**Signal metal coverage by tile**

19 x 19 tiles, from dark blue (low) to red (high), scaled to the fullest tile. Values are wire area over tile area, all layers added.
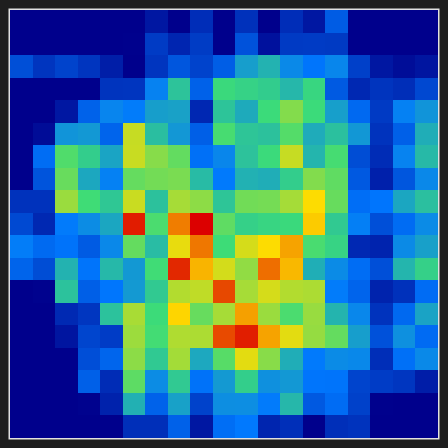
**Drive-strength map**

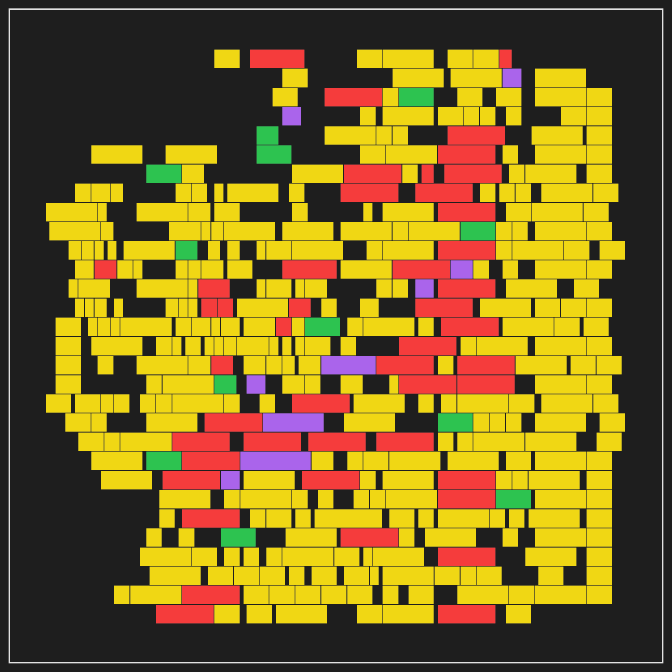
`src/rtl/gt_rx_comma_align.sv`:
```
// gt_rx_comma_align: finds the K28.5 comma lane, locks on it and rotates GT words so the comma lands in lane 3
module gt_rx_comma_align #(
  parameter logic [7:0] P_COMMA    = 8'hBC,
  parameter int         P_LOCK_CNT = 4,
  parameter int         P_LOSS_CNT = 4
) (
  input  logic        i_rx_clk,
  input  logic        i_rx_rst,
  input  logic        i_rx_ByteAlign,
  input  logic [31:0] i_gt_rx_data,
  input  logic [3:0]  i_gt_rx_char,
  output logic [31:0] o_align_data,
  output logic [3:0]  o_align_char,
  output logic        o_align_valid,
  output logic        o_lock,
  output logic [1:0]  o_lane_offset
);
  typedef enum logic [1:0] {UNLOCK, CHECK, LOCK} state_t;
  localparam logic [3:0] LOCK_N = 4'(P_LOCK_CNT);
  localparam logic [3:0] LOSS_N = 4'(P_LOSS_CNT);
  state_t      state, state_nx;
  logic [3:0]  cnt, cnt_nx, miss, miss_nx;
  logic [1:0]  lane_nx, hit_lane;
  logic [3:0]  hit;
  logic        single;
  logic [31:0] prev_data;
  logic [3:0]  prev_char;
  logic [63:0] cat_data;
  logic [7:0]  cat_char;
  logic [31:0] sel_data;
  logic [3:0]  sel_char;
  for (genvar i = 0; i < 4; i++) begin : g_hit
    assign hit[i] = (i_gt_rx_data[8*i +: 8] == P_COMMA) && i_gt_rx_char[i];
  end
  assign single   = $onehot(hit);
  assign hit_lane = hit[3] ? 2'd3 : hit[2] ? 2'd2 : hit[1] ? 2'd1 : 2'd0;
  assign cat_data = {prev_data, i_gt_rx_data};
  assign cat_char = {prev_char, i_gt_rx_char};
  assign sel_data = cat_data[8*o_lane_offset + 8 +: 32];
  assign sel_char = cat_char[o_lane_offset + 1 +: 4];
  assign o_lock   = state == LOCK;
  always_comb begin
    state_nx = state;
    cnt_nx   = cnt;
    miss_nx  = miss;
    lane_nx  = o_lane_offset;
    if (!i_rx_ByteAlign) begin
      state_nx = UNLOCK;
      cnt_nx   = '0;
      miss_nx  = '0;
    end else if (single) begin
      if (state == LOCK) begin
        miss_nx = hit_lane == o_lane_offset ? 4'd0 : miss + 4'd1;
        if (hit_lane != o_lane_offset && miss + 4'd1 == LOSS_N) begin
          state_nx = UNLOCK;
          cnt_nx   = '0;
          miss_nx  = '0;
        end
      end else if (state == CHECK && hit_lane == o_lane_offset) begin
        cnt_nx   = cnt + 4'd1;
        state_nx = cnt + 4'd1 == LOCK_N ? LOCK : CHECK;
      end else begin
        lane_nx  = hit_lane;
        cnt_nx   = 4'd1;
        state_nx = LOCK_N == 4'd1 ? LOCK : CHECK;
      end
    end
  end
  always_ff @(posedge i_rx_clk) begin
    if (!i_rx_rst) begin
      state         <= UNLOCK;
      cnt           <= '0;
      miss          <= '0;
      o_lane_offset <= '0;
      prev_data     <= '0;
      prev_char     <= '0;
      o_align_data  <= '0;
      o_align_char  <= '0;
      o_align_valid <= 1'b0;
    end else begin
      state         <= state_nx;
      cnt           <= cnt_nx;
      miss          <= miss_nx;
      o_lane_offset <= lane_nx;
      prev_data     <= i_gt_rx_data;
      prev_char     <= i_gt_rx_char;
      o_align_data  <= state == LOCK ? sel_data : '0;
      o_align_char  <= state == LOCK ? sel_char : '0;
      o_align_valid <= state == LOCK;
    end
  end
endmodule

```
`config.mk`:
```
export PLATFORM = sky130hd
export DESIGN_NAME = gt_rx_comma_align
export DESIGN_NICKNAME = d
export VERILOG_FILES = /design/src/rtl/gt_rx_comma_align.sv
export SDC_FILE = /design/constraint.sdc
export NUM_CORES = 1
export LEC_CHECK = 0
export CORE_MARGIN = 5
export CORE_UTILIZATION = 54
export CTS_CLUSTER_DIAMETER = 60
export CTS_CLUSTER_SIZE = 16
export DETAILED_ROUTE_END_ITERATION = 10
export PLACE_DENSITY = 0.9
export SKIP_CTS_REPAIR_TIMING = 1
export SYNTH_ARGS = -nofsm -noshare
export SYNTH_HDL_FRONTEND = slang
export SYNTH_SLANG_ARGS = --single-unit
export TNS_END_PERCENT = 50
```
`constraint.sdc`:
```
create_clock -name i_rx_clk -period 4.81 [get_ports i_rx_clk]
set_input_delay 0.962 -clock i_rx_clk [delete_from_list [all_inputs] [get_ports i_rx_clk]]
set_output_delay 0.962 -clock i_rx_clk [all_outputs]
set_load 0.02 [all_outputs]
```
==> impl_metrics.json <==
{
  "status": "complete, no violations",
  "worst_hold_path_type": "reg2reg",
  "cts_root_buffer": "sky130_fd_sc_hd__clkbuf_8",
  "slew_headroom_pct": 35.21,
  "cp.arrival_ns": 4.10,
  "drt_pre_antenna_iters": 4,
  "synth_flop_count": 85,
  "grt_pass1_vias": 2685,
  "final-clk-cell-share_pct": 3.826,
  "grt_use_met1_pct": 26.37,
  "final_design_area_no_fill_sq_um": 4677,
  "n_clock_buffer": 9,
  "fp.dieW_microns": 92.62,
  "regToRegEndpoint": "cnt[2]",
  "m1WireLength_mm": 3.373,
  "stage_log_warnings": 26,
  "p_seq_mw": 0.730,
  "via_per_inst": 5.889,
  "area.combinational_sq_um": 1888,
  "netlist.area_leader.share_pct": 46.16,
  "drt_iter0_drc": 248,
  "tightestPinTransition_ns": 0.9719,
  "global_route.overflow_total": 0
}
About 'signal metal coverage by tile':
densest ninth of the die: centre
mean over tiles: 0.17
tiles over half the peak: 22%
nearly empty tiles: 17%
fullest tile: 0.56
emptiest ninth of the die: north-west
number of vias after detailed routing: 2709
overall routed net length: 8.685 mm
global-route usage over all layers: 21.51%

About 'drive-strength map':
| size | colour | cells | share |
|---|---|---|---|
| x6 and larger | green | 12 | 3.2% |
| x3 and x4 | purple | 9 | 2.4% |
| x1 and smaller | yellow | 313 | 82% |
| x2 | red | 46 | 12% |

